Fig. 1: run 1, metal 2
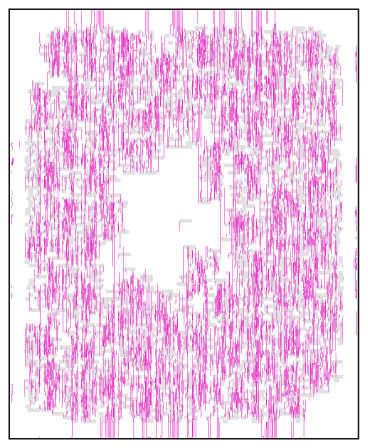
Fig. 2: run 1, M3 wires
Bar = 100 um.
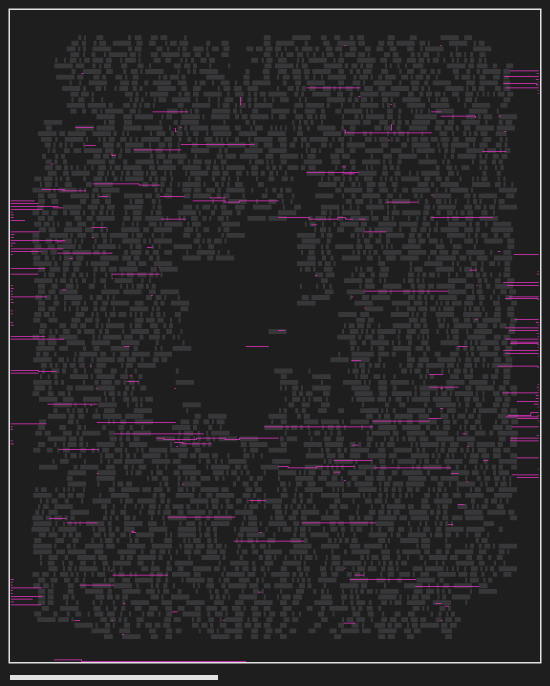
Fig. 3: run 1, routing congestion map
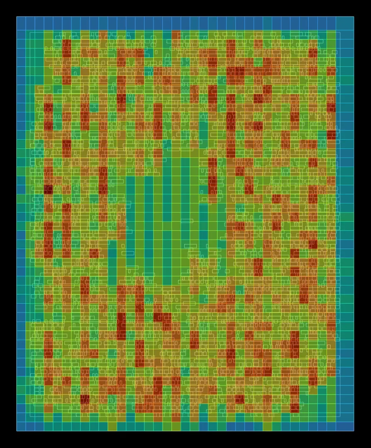
<file path="config.mk">
export PLATFORM = sky130hd
export DESIGN_NAME = spatial_encoder
export DESIGN_NICKNAME = d
export VERILOG_FILES = /design/src/rtl/spatial_encoder_pkg.sv /design/src/rtl/spatial_encoder_majority_counter.sv /design/src/rtl/spatial_encoder.sv
export SDC_FILE = /design/constraint.sdc
export NUM_CORES = 1
export LEC_CHECK = 0
export CAP_MARGIN = 20
export CELL_PAD_IN_SITES_DETAIL_PLACEMENT = 1
export CELL_PAD_IN_SITES_GLOBAL_PLACEMENT = 2
export CORE_ASPECT_RATIO = 1.25
export CORE_MARGIN = 10
export CORE_UTILIZATION = 42
export CTS_CLUSTER_DIAMETER = 120
export DETAILED_ROUTE_END_ITERATION = 16
export GPL_TIMING_DRIVEN = 0
export PLACE_DENSITY = 0.93
export SYNTH_ARGS = -nofsm -noshare
export SYNTH_HDL_FRONTEND = slang
export SYNTH_HIERARCHICAL = 1
export SYNTH_SLANG_ARGS = --single-unit
</file>
<file path="constraint.sdc">
create_clock -name clk -period 13.5 [get_ports clk]
set_clock_uncertainty 0.15 [all_clocks]
set_input_delay 4.05 -clock clk [delete_from_list [all_inputs] [get_ports clk]]
set_output_delay 4.05 -clock clk [all_outputs]
set_load 0.01 [all_outputs]
</file>
<file path="src/rtl/spatial_encoder_pkg.sv">
// Shared constants for the spatial encoder slice: hypervector width, channel
// width and the ceilLog2 helper, plus the package-level dimension parameter.
`ifndef HV_DIMENSION
`define HV_DIMENSION 64
`endif
`ifndef CHANNEL_WIDTH
`define CHANNEL_WIDTH 8
`endif
`ifndef ceilLog2
`define ceilLog2(x) (((x) <= 1) ? 1 : $clog2(x))
`endif

package spatial_encoder_pkg;
  localparam int HV_DIM = `HV_DIMENSION;
endpackage

</file>
<file path="src/rtl/spatial_encoder_majority_counter.sv">
// One hypervector dimension: counts ones over a frame and registers the
// majority decision on the frame's last channel.
module majority_counter #(
  parameter int CNT_W  = 6,
  parameter int THRESH = 16
) (
  input  logic clk,
  input  logic rst,
  input  logic inc,
  input  logic clr,
  input  logic last,
  output logic hv_bit
);
  logic [CNT_W-1:0] r_cnt;
  logic [CNT_W:0]   w_sum;
  logic             r_hv;

  // The decision must include the bit arriving on the final fire.
  assign w_sum = {1'b0, r_cnt} + {{CNT_W{1'b0}}, inc};

  always_ff @(posedge clk or posedge rst) begin
    if (rst) begin
      r_cnt <= '0;
      r_hv  <= 1'b0;
    end else begin
      if (clr)      r_cnt <= '0;
      else if (inc) r_cnt <= w_sum[CNT_W-1:0];
      if (last)     r_hv  <= (w_sum > (CNT_W+1)'(THRESH));
    end
  end

  assign hv_bit = r_hv;
endmodule

</file>
<file path="src/rtl/spatial_encoder.sv">
// Spatial encoder: bundles num_channel (im ^ projm) hypervectors per frame by
// per-dimension majority vote and hands the result downstream.
import spatial_encoder_pkg::*;

module spatial_encoder #(
  parameter int num_channel = 32,
  parameter int cnt_width   = `ceilLog2(num_channel+1)
) (
  input  logic                     clk,
  input  logic                     rst,
  input  logic [`HV_DIMENSION-1:0] im,
  input  logic [`HV_DIMENSION-1:0] projm,
  input  logic                     din_valid,
  output logic                     din_ready,
  output logic [`HV_DIMENSION-1:0] hvout,
  output logic                     dout_valid,
  input  logic                     dout_ready
);
  localparam int CH_W   = `ceilLog2(num_channel);
  localparam int THRESH = num_channel / 2;

  typedef enum logic {ACCUM, OUTPUT} state_t;

  state_t            r_state, w_next;
  logic [CH_W-1:0]   r_chan;
  logic              w_din_fire, w_dout_fire, w_last;
  logic [HV_DIM-1:0] w_xor;

  assign w_din_fire  = din_valid && din_ready;
  assign w_dout_fire = dout_valid && dout_ready;
  assign w_last      = w_din_fire && (r_chan == CH_W'(num_channel - 1));
  assign w_xor       = im ^ projm;

  always_ff @(posedge clk or posedge rst) begin
    if (rst) r_state <= ACCUM;
    else     r_state <= w_next;
  end

  // Handshake outputs are decoded from state alone.
  always_comb begin
    w_next     = r_state;
    din_ready  = 1'b0;
    dout_valid = 1'b0;
    case (r_state)
      ACCUM: begin
        din_ready = 1'b1;
        if (w_last) w_next = OUTPUT;
      end
      OUTPUT: begin
        dout_valid = 1'b1;
        if (dout_ready) w_next = ACCUM;
      end
      default: w_next = ACCUM;
    endcase
  end

  always_ff @(posedge clk or posedge rst) begin
    if (rst)             r_chan <= '0;
    else if (w_last)     r_chan <= '0;
    else if (w_din_fire) r_chan <= r_chan + CH_W'(1);
  end

  for (genvar d = 0; d < HV_DIM; d++) begin : g_dim
    majority_counter #(
      .CNT_W  (cnt_width),
      .THRESH (THRESH)
    ) u_mc (
      .clk    (clk),
      .rst    (rst),
      .inc    (w_din_fire & w_xor[d]),
      .clr    (w_dout_fire),
      .last   (w_last),
      .hv_bit (hvout[d])
    );
  end
endmodule

</file>
==> results.cfg, run 1 <==
; physical design summary
[cts]
cts_root_buf = clkbuf_16
clockBufferDepth = 3
cts_resized = 0
clk_latency_ps = 600
numCtsBuffers = 53
cts_tree = built
path_clk_slew_ps = 60
post-cts-setup-buffers = 0

[drt]
remaining_drc_errors = 0
routed_wl_um = 74600
avgRoutedWirePerCell_um = 17.7
viasPerCell = 5.58
vias = 23500

[place]
place_inst = 4124
preCtsSetupSlack_ps = 6250
portBuffers = 197
hpwl_um = 53400

[min_path]
hold_class = reg2reg

[floorplan]
core_area_mm2 = 0.0683
pin_count = 198
fp_util = 0.425
die_area_mm2 = 0.0801

[synthesis]
syn_avg_cell_area_um2 = 9.53
ff_type = dfrtp_1
top_area_cell = dfrtp_1
ys_types = 30
synth_area_mm2 = 0.0290
yosysWarnings = 6
synth_flops = 454
syn_inst = 3046
edf_count = 0
yosysChipArea_mm2 = 0.0290
top_cells_by_area = dfrtp_1, ha_1, xor2_1
syn_nets = 3372

[layout]
layout_top_cell = nor2_1
fin_nets = 3633
post-route-util = 0.499
areaGrowthSynthToFinish_pct = 17.4
final_cell_mix = nor2_1, dfrtp_1, nand2_1, xor2_1, clkdlybuf4s50_1
diodes = 0
drive_above_1_share = 0.0878

[worst_setup_path]
cp-start-kind = input port
worstPathRequired_ps = 13800
cpMaxStageDelayCell = clkbuf_1
cp_top_family = buffers and inverters
critPathArrivalTime_ps = 6930
cp_max_fo = 10
worst-path-buf-inv = 3
worstSetupEndpointType = flop
crit_top_cell = ha_1
crit_path_max_incr_delay_ps = 640
worstSetupPathType = in2reg

[pwr]
power.density_mw_per_mm2 = 152
peakVddDrop_mv = 0.108
leakagePower_nw = 14.5

[grt]
grt_use_met3 = 0.0257
grt_max_degree = 76
grt-ovfl-total = 0
use_met2 = 0.353
grt_pass1_vias = 25900
grtUsageTotal = 0.186
antenna_found_initial = 0

[final_timing]
fin_hold_ws_ps = 337
max-slew-margin-rel = 0.399
setup_violations = 0
final.period_utilization = 0.491
worst_slack_ps = 6870
finalMaxSlewViolations = 0
worst_pin_slew_ps = 901

[run]
drv_cap = 0

[status]
status = finished clean
Back to the opening pictures, Fig. 1:
longest straight run = 128 um
wire length on this layer = 39.9 mm

Back to the opening pictures, Fig. 2:
nets with wire on the layer = 148
longest straight run = 79.1 um
wire length on this layer = 2200 um
share of all routed wire = 2.9%
main direction = horizontal

Back to the opening pictures, Fig. 3:
met1 Use GR: 0.211
gr busiest metal: met2

==> run 1: kinds of logic (layout without fill, tap and decap cells) <==
| group | count (synthesis) | count (layout) | synth area share |
|---|---|---|---|
| compound gates | 456 | 456 | 0.129 |
| xor+xnor | 320 | 320 | 0.0966 |
| fa+ha+maj | 194 | 194 | 0.0837 |
| buf+inv | 266 | 567 | 0.0513 |
| flops | 454 | 454 | 0.392 |
| mux | 129 | 129 | 0.0445 |
| simple gates | 1227 | 1227 | 0.204 |
==> run 1: state kept, by name (all words and copies together) (netlist names) <==
register,flops
r_state,1
g_dim.u_mc/hv_bit,64
g_dim.u_mc/r_cnt,384
r_chan,5
==> run 1: synthesized netlist by cell type, types with 65 or more instances <==
cell	count
nor2_1	513
a21oi_1	128
nand3_1	129
dfrtp_1	454
nand2_1	258
nand2b_1	66
clkbuf_1	133
inv_1	66
buf_6	65
xor2_1	256
mux2i_1	128
a31oi_1	65
ha_1	194
nand4_1	128
==> run 1: per-stage QoR <==
stage / total power, mW / setup TNS, ps
3_5_place_dp: 3.74 / 0
2_1_floorplan: 3.29 / 0
6_report: 5.18 / 0
5_1_grt: 5.56 / 0
3_3_place_gp: 3.60 / -1018080
4_1_cts: 5.24 / 0
==> run 1: final cells by class <==
class | count | area (um^2)
fill | 7668 | 34200
multi-input combinational | 2326 | 16200
sequential | 454 | 11400
timing repair buffer | 206 | 2210
clock buffer | 76 | 1570
buffer | 200 | 1240
tap | 872 | 1090
inverter | 66 | 248
clock inverter | 19 | 184
==> run 1: per-layer routing <==
layer,vias to the layer above,routed length [um]
met5,-,0
met4,0,1690
met3,114,2200
met2,278,39900
met1,11800,30800
li1,11300,-
==> run 1: report_power, final <==
part           switching (mW)  internal (mW)  leakage (nW)  total, mW
registers               0.346           1.69          6.04       2.04
logic                   0.933          0.752          7.57       1.68
clock network           0.596          0.859         0.871       1.46
==> run 1: final timing paths <==
check / start / end / slack [ps] / cells past startpoint
setup / recovery: din_valid / g_dim[58].u_mc/hv_bit$_DFFE_PP0P_ / 6870 / 10
hold / removal: r_chan[3]$_DFFE_PP0P_ / r_chan[3]$_DFFE_PP0P_ / 340 / 1
setup reg to reg: r_state$_DFF_PP0_ / g_dim[58].u_mc/hv_bit$_DFFE_PP0P_ / 10370 / 9
hold reg to reg: r_chan[3]$_DFFE_PP0P_ / r_chan[3]$_DFFE_PP0P_ / 340 / 1
max in group asynchronous: rst / g_dim[10].u_mc/r_cnt[2]$_DFFE_PP0P_ / 9150 / 3
min in group asynchronous: rst / g_dim[44].u_mc/r_cnt[5]$_DFFE_PP0P_ / 3460 / 2
## Run 2: what changed since run 1
Settings changed: CORE_UTILIZATION 42 to 35, PLACE_DENSITY 0.93 to 0.84.
Clock period 13.5 ns to 6 ns, I/O delays scaled along.
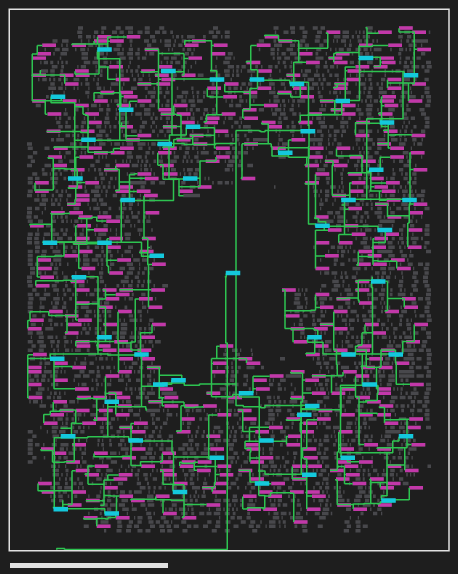
Fig. 4. Clock wires, drivers and flops (run 2).
Bar = 100 um.
clock wires -> green  # length 7580 um
flip-flops -> magenta  # count 454
clock drivers -> cyan  # count 55
flops lie = widely spread

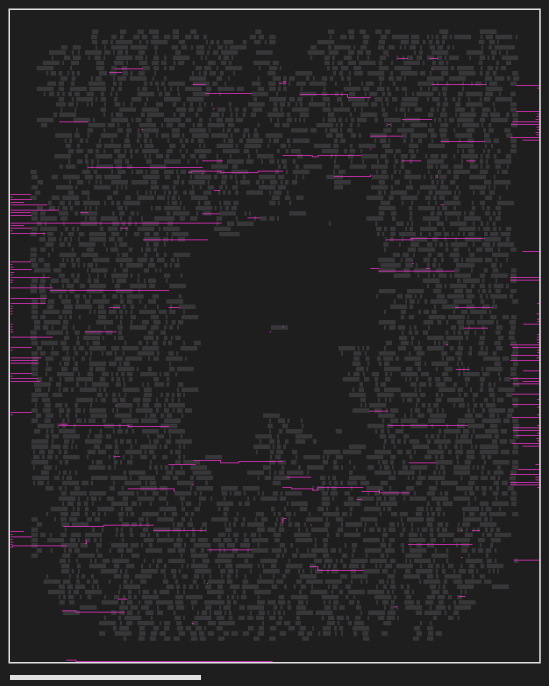
Fig. 5. M3 wires (run 2).
Bar = 100 um.
nets with wire on the layer = 142
main direction = horizontal
wire length on this layer = 2290 um
longest straight run = 110 um
share of all routed wire = 3.2%

==> run 2 against run 1 <==
  * Design area grew 1.3%
  * Combinational power grew 120%
  * Die size grew 19%
  * Synthesized cell count is the same
  * Total power grew 130%
  * Sequential cell count is the same
  * First-iteration DRC count shrank 23%
  * Via count shrank 2.3%
  * Cell count grew 5.0%
  * Largest cell class unchanged
==> results.cfg, run 2 <==
; physical design summary
[drt]
vias = 23000
drtIter0Drc = 766
avgRoutedWirePerCell_um = 16.0
antenna_left = 0
remaining_drc_errors = 0
viasPerCell = 5.19
routed_wl_um = 70900
first_pass_iters = 5

[synthesis]
ys_types = 30
ys_cells = 3046
top_cells_by_area = dfrtp_1, ha_1, xor2_1
syn_avg_cell_area_um2 = 9.53
edf_count = 0
yosysChipArea_mm2 = 0.0290
async_flop_share = 1.00
common_cells = nor2_1, dfrtp_1, nand2_1, xor2_1, ha_1
synth_flops = 454
ff_type = dfrtp_1
ys_seq_share = 0.392
syn_inst = 3046
yosysWarnings = 6
synth_area_mm2 = 0.0290
syn_nets = 3372
top_area_cell = dfrtp_1
yosysTopAreaCellShare = 0.392
yosysMostFrequentCell = nor2_1

[layout]
final_cell_mix = nor2_1, dfrtp_1, nand2_1, xor2_1, clkdlybuf4s50_1
drive_above_1_share = 0.0893
diodes = 0
areaGrowthSynthToFinish_pct = 19.0
largest_reg_flops = 384
layout_top_cell = nor2_1
final_cells = 4430
fill_cells = 9475
fin_nets = 3636
post-route-util = 0.418
top_register = g_dim.u_mc/r_cnt

[place]
hpwl_um = 49200
place_inst = 4333
gp_congestion = 0.787
portBuffers = 197

[final_timing]
max-slew-margin-rel = 0.378
worst_pin_slew_ps = 932
finalHoldViolCount = 0
rsz0062_at_grt = false
fin_hold_ws_ps = 344
final.period_utilization = 0.763
final.setup.tns_ps = 0
setup_violations = 0
finalMaxSlewViolations = 0
layout_min_cycle_time_ps = 4580
fmax_ghz = 0.218

[run]
warnings = 90
drv_cap = 0

[worst_setup_path]
path_cells = clkdlybuf4s50_1 -> nand2b_4 -> buf_6 -> clkbuf_1 -> nor2_1 -> ha_1 -> ha_1 -> o41a_1 -> o21ai_2 -> o221ai_2
cpMaxStageDelayCell = clkbuf_1
crit_path_max_incr_delay_ps = 720
cp_max_fo = 10
worst-path-buf-inv = 3
worstSetupEndpointType = flop
worstPathRequired_ps = 6330
cp-start-kind = input port
crit_top_cell = ha_1
cp_top_family = buffers and inverters
worstSetupPathType = in2reg
critPathArrivalTime_ps = 4910

[floorplan]
core_area_mm2 = 0.0825
fp_util = 0.352
die_h_um = 342
die_area_mm2 = 0.0949
die_w_um = 278
core.rowCount = 118
pin_count = 198

[cts]
cts_tree = built
numCtsBuffers = 55
hold_buffers = 0
htreeDepth = 2
path_clk_slew_ps = 60
cts_sinks = 454
cts_root_buf = clkbuf_16
clockBufferDepth = 3
clk_latency_ps = 610
post-cts-setup-buffers = 0
cts_resized = 0

[pwr]
leakagePower_nw = 14.6
peakVddDrop_mv = 0.195
power.density_mw_per_mm2 = 342
p_total_mw = 11.8

[grt]
grtUsageTotal = 0.147
grt_pass1_vias = 24200
grt-ovfl-total = 0
antenna_found_initial = 1
grt_max_degree = 76
grt_first_pass_wirelength_um = 120000

[status]
status = finished clean

[min_path]
hold_class = reg2reg
run 2: cell count changes in the layout (fill, tap and decap cells not counted), sizes merged:
cell      delta
clkbuf       +7
clkinv       -5
bufinv       +2
buf          +1
clkinvlp     -1
inv          -1
run 2: power by group:
| group | internal, mW | switching, mW |
|---|---|---|
| Sequential | 3.81 | 0.752 |
| Combinational | 1.69 | 2.04 |
| Clock | 2.15 | 1.36 |
| Total | 7.66 | 4.15 |
run 2: worst register-to-register path: stages (launching register included):
cell      delay, ps
dfrtp_1         410
nand2b_4        150
buf_6           180
clkbuf_1        730
nor2_1          310
ha_1            310
ha_1            320
o41a_1          440
o21ai_2         140
o221ai_2        100
run 2: cell families after synthesis:
group	Yosys count	share of synthesized area
buffers and inverters	266	0.0513
adder cells (fa/ha/maj)	194	0.0837
multiplexers	129	0.0445
flip-flops	454	0.392
AND-OR/OR-AND	456	0.129
XOR/XNOR	320	0.0966
AND/OR/NAND/NOR	1227	0.204
run 2: final timing paths:
path                                        from                                   to  slack (ps)  depth (start not counted)
setup / recovery                       din_valid    g_dim[23].u_mc/hv_bit$_DFFE_PP0P_        1420                         10
hold / removal             r_chan[3]$_DFFE_PP0P_                r_chan[3]$_DFFE_PP0P_         340                          1
setup reg to reg               r_state$_DFF_PP0_    g_dim[23].u_mc/hv_bit$_DFFE_PP0P_        2640                          9
hold reg to reg            r_chan[3]$_DFFE_PP0P_                r_chan[3]$_DFFE_PP0P_         340                          1
max in group asynchronous                    rst  g_dim[58].u_mc/r_cnt[2]$_DFFE_PP0P_        3880                          3
min in group asynchronous                    rst  g_dim[63].u_mc/r_cnt[4]$_DFFE_PP0P_        1300                          2
run 2: final cells by class:
type	instances	area [um^2]	area share
multi-input combinational	2326	16200	0.469
sequential	454	11400	0.329
timing repair buffer	207	2240	0.0648
clock buffer	83	1700	0.0494
tap	1080	1350	0.0392
buffer	200	1240	0.0360
inverter	66	248	0.00718
clock inverter	14	199	0.00576
run 2: stage by stage:
| step | setup WS, ps | instance area [um^2] |
|---|---|---|
| after global placement | -2950 | 32300 |
| after floorplan | 304 | 29000 |
| final | 1420 | 34500 |
| after global routing | 1290 | 34500 |
| after detailed placement | 757 | 32600 |
| after CTS | 1390 | 34500 |
run 2: metal layers:
metal,vias up,track usage,part of all wire
met5,-,0,0.00018
met4,2,0.0359,0.019
met3,81,0.0237,0.032
met2,230,0.263,0.50
met1,11400,0.180,0.45
li1,11300,-,-
## Run 3: what changed since run 2
Settings changed: CORE_UTILIZATION 35 to 39, PLACE_DENSITY 0.84 to 0.88.
Clock period 6 ns to 4.3 ns, I/O delays scaled along.
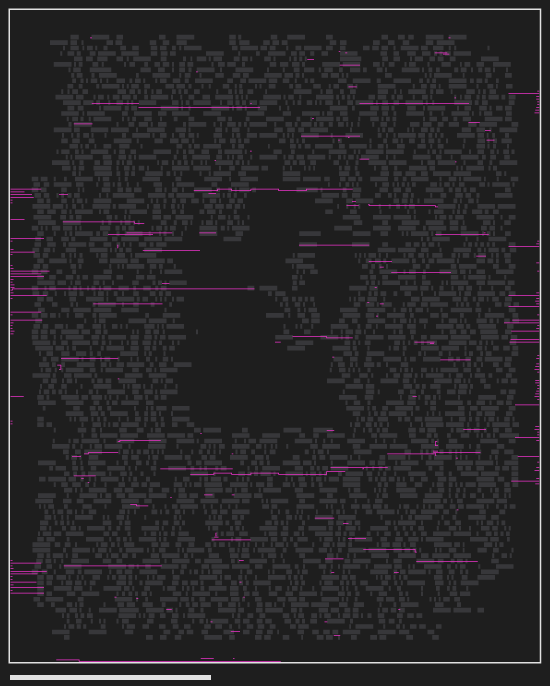
Fig. 6. M3 wires (run 3).
Bar = 100 um.
nets with wire on the layer = 146
main direction = horizontal
longest straight run = 121 um
wire length on this layer = 1960 um

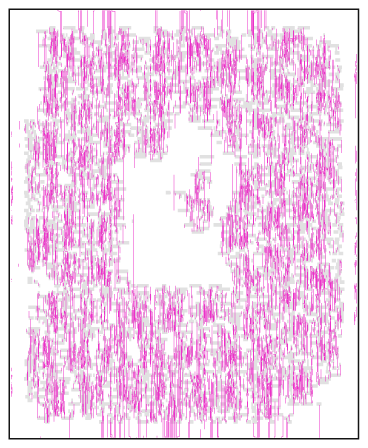
Fig. 7. Metal 2 (run 3).
nets with wire on the layer = 3209
share of all routed wire = 52%
longest straight run = 125 um
wire length on this layer = 38.1 mm

==> run 3 against run 2 <==
  * First-iteration DRC count increased by 19%
  * Utilization increased by 4.7 points
  * Non-clock buffer count decreased by 1
==> results.cfg, run 3 <==
; physical design summary
[cts]
path_clk_slew_ps = 60
hold_buffers = 0
cts_tree = built
clockBufferDepth = 3
numCtsBuffers = 52
post-cts-setup-buffers = 0
clk_latency_ps = 600
cts_root_buf = clkbuf_16
htreeDepth = 2
cts_sinks = 454
cts_resized = 0

[layout]
largest_reg_flops = 384
diodes = 0
areaGrowthSynthToFinish_pct = 18.1
drive_above_1_share = 0.0870
layout_top_cell = nor2_1
final_cells = 4303
top_register = g_dim.u_mc/r_cnt
fin_nets = 3632
final_cell_mix = nor2_1, dfrtp_1, nand2_1, xor2_1, clkdlybuf4s50_1

[worst_setup_path]
cp_max_fo = 10
cp-endpoint = g_dim[15].u_mc/hv_bit$_DFFE_PP0P_
r2r-start = r_state$_DFF_PP0_
rr_worst_depth = 9
crit_top_cell = ha_1
critPathLaunch = din_valid
path_cells = clkdlybuf4s50_1 -> nand2b_4 -> buf_6 -> clkbuf_1 -> nor2_1 -> ha_1 -> ha_1 -> o41a_1 -> o21ai_2 -> o221ai_2
critPathArrivalTime_ps = 4230
crit_path_max_incr_delay_ps = 620
worstSetupPathType = in2reg
worstSetupEndpointType = flop
worstPathRequired_ps = 4620
r2r-end = g_dim[15].u_mc/hv_bit$_DFFE_PP0P_
cp-start-kind = input port
cpMaxStageDelayCell = clkbuf_1
rrSetupSlack_ps = 1130

[place]
portBuffers = 197
gp_congestion = 0.827
hpwl_um = 52100
place_inst = 4212

[drt]
first_pass_iters = 5
drtIter0Drc = 912
viasPerCell = 5.42
antenna_left = 0
remaining_drc_errors = 0
routed_wl_um = 73200
vias = 23300
avgRoutedWirePerCell_um = 17.0

[final_timing]
finalHoldViolCount = 0
rsz0062_at_grt = false
worst_pin_slew_ps = 844
final.period_utilization = 0.908
fmax_ghz = 0.256
finalMaxSlewViolations = 0
final.setup.tns_ps = 0
max-slew-margin-rel = 0.438
setup_violations = 0
layout_min_cycle_time_ps = 3910

[synthesis]
top_cells_by_area = dfrtp_1, ha_1, xor2_1
ff_type = dfrtp_1
ys_types = 30
ys_seq_share = 0.392
yosysChipArea_mm2 = 0.0290
syn_avg_cell_area_um2 = 9.53
ys_cells = 3046
yosysTopAreaCellShare = 0.392
common_cells = nor2_1, dfrtp_1, nand2_1, xor2_1, ha_1
edf_count = 0
async_flop_share = 1.00
yosysMostFrequentCell = nor2_1
synth_area_mm2 = 0.0290
syn_inst = 3046
syn_nets = 3372
yosysWarnings = 6
synth_flops = 454
top_area_cell = dfrtp_1

[floorplan]
core.rowCount = 111
fp_util = 0.394
die_w_um = 264
core_area_mm2 = 0.0736
pin_count = 198
die_area_mm2 = 0.0858
die_h_um = 325

[run]
drv_cap = 0
warnings = 90

[grt]
grt_pass1_vias = 25200
grt_first_pass_wirelength_um = 124000
use_met2 = 0.310
grt-ovfl-total = 0
grt-busiest-layer = met2
grt_max_degree = 81
grt_use_met1 = 0.193
grtUsageTotal = 0.166
grt_use_met3 = 0.0227
antenna_found_initial = 0

[status]
status = finished clean

[pwr]
power.density_mw_per_mm2 = 481
peakVddDrop_mv = 0.288
leakagePower_nw = 14.5

[min_path]
hold_class = reg2reg
min_from = r_chan[4]$_DFFE_PP0P_
run 3: kinds of logic after synthesis:
kind of cell | Yosys count | synth area share
mux | 129 | 0.0445
simple gates | 1227 | 0.204
xor+xnor | 320 | 0.0966
buf+inv | 266 | 0.0513
compound gates | 456 | 0.129
flops | 454 | 0.392
fa+ha+maj | 194 | 0.0837
run 3: critical path: cells and delay by family:
family,cells,cell delay [ps]
buf+inv,3,1260
simple gates,2,360
compound gates,3,710
fa+ha+maj,2,590
run 3: final cells by class:
type | count | area, um^2
timing repair buffer | 206 | 2210
sequential | 454 | 11400
multi-input combinational | 2326 | 16200
clock inverter | 11 | 233
inverter | 66 | 248
fill | 8346 | 39300
buffer | 200 | 1240
clock buffer | 80 | 1610
tap | 960 | 1200
run 3: layer usage:
metal  vias to the layer above  wire length [um]
met3                       101              1960
met4                         0              1830
met2                       252             38100
met5                         -                 0
met1                     11700             31300
li1                      11300                 -
run 3: how the worst min path moves through the flow:
stage	end	cells after the start
2_1_floorplan	r_chan[3]$_DFFE_PP0P_	1
3_3_place_gp	r_chan[3]$_DFFE_PP0P_	1
3_5_place_dp	r_chan[3]$_DFFE_PP0P_	1
4_1_cts	r_chan[3]$_DFFE_PP0P_	1
5_1_grt	r_chan[3]$_DFFE_PP0P_	1
6_report	r_chan[4]$_DFFE_PP0P_	2
run 3: through the flow:
| stage | power, mW | setup WS [ps] | hold WS (ps) | utilization | instance area, um^2 |
|---|---|---|---|---|---|
| 2_1_floorplan | 10.3 | 436 | 287 | - | 29000 |
| 3_3_place_gp | 11.3 | -1740 | 302 | 0.437 | 32200 |
| 3_5_place_dp | 11.7 | -239 | 329 | 0.441 | 32400 |
| 4_1_cts | 16.7 | 358 | 338 | 0.466 | 34300 |
| 5_1_grt | 17.7 | 296 | 378 | 0.466 | 34300 |
| 6_report | 16.5 | 395 | 344 | 0.466 | 34300 |
run 3: power by group:
group | internal [mW] | switching (mW) | leakage, nW
combinational | 2.36 | 2.92 | 7.57
sequential | 5.32 | 1.08 | 6.04
clock | 2.97 | 1.83 | 0.904
total | 10.6 | 5.83 | 14.5

==> layout pictures side by side <==
Wiring by layer.
(a)
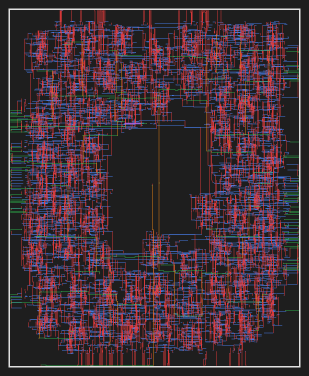
(b)
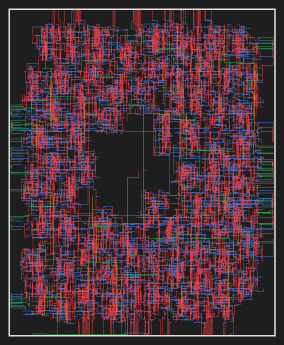
(b): run 1
(a): run 2

No activity file was given, so power comes from the tool's default toggle rates.
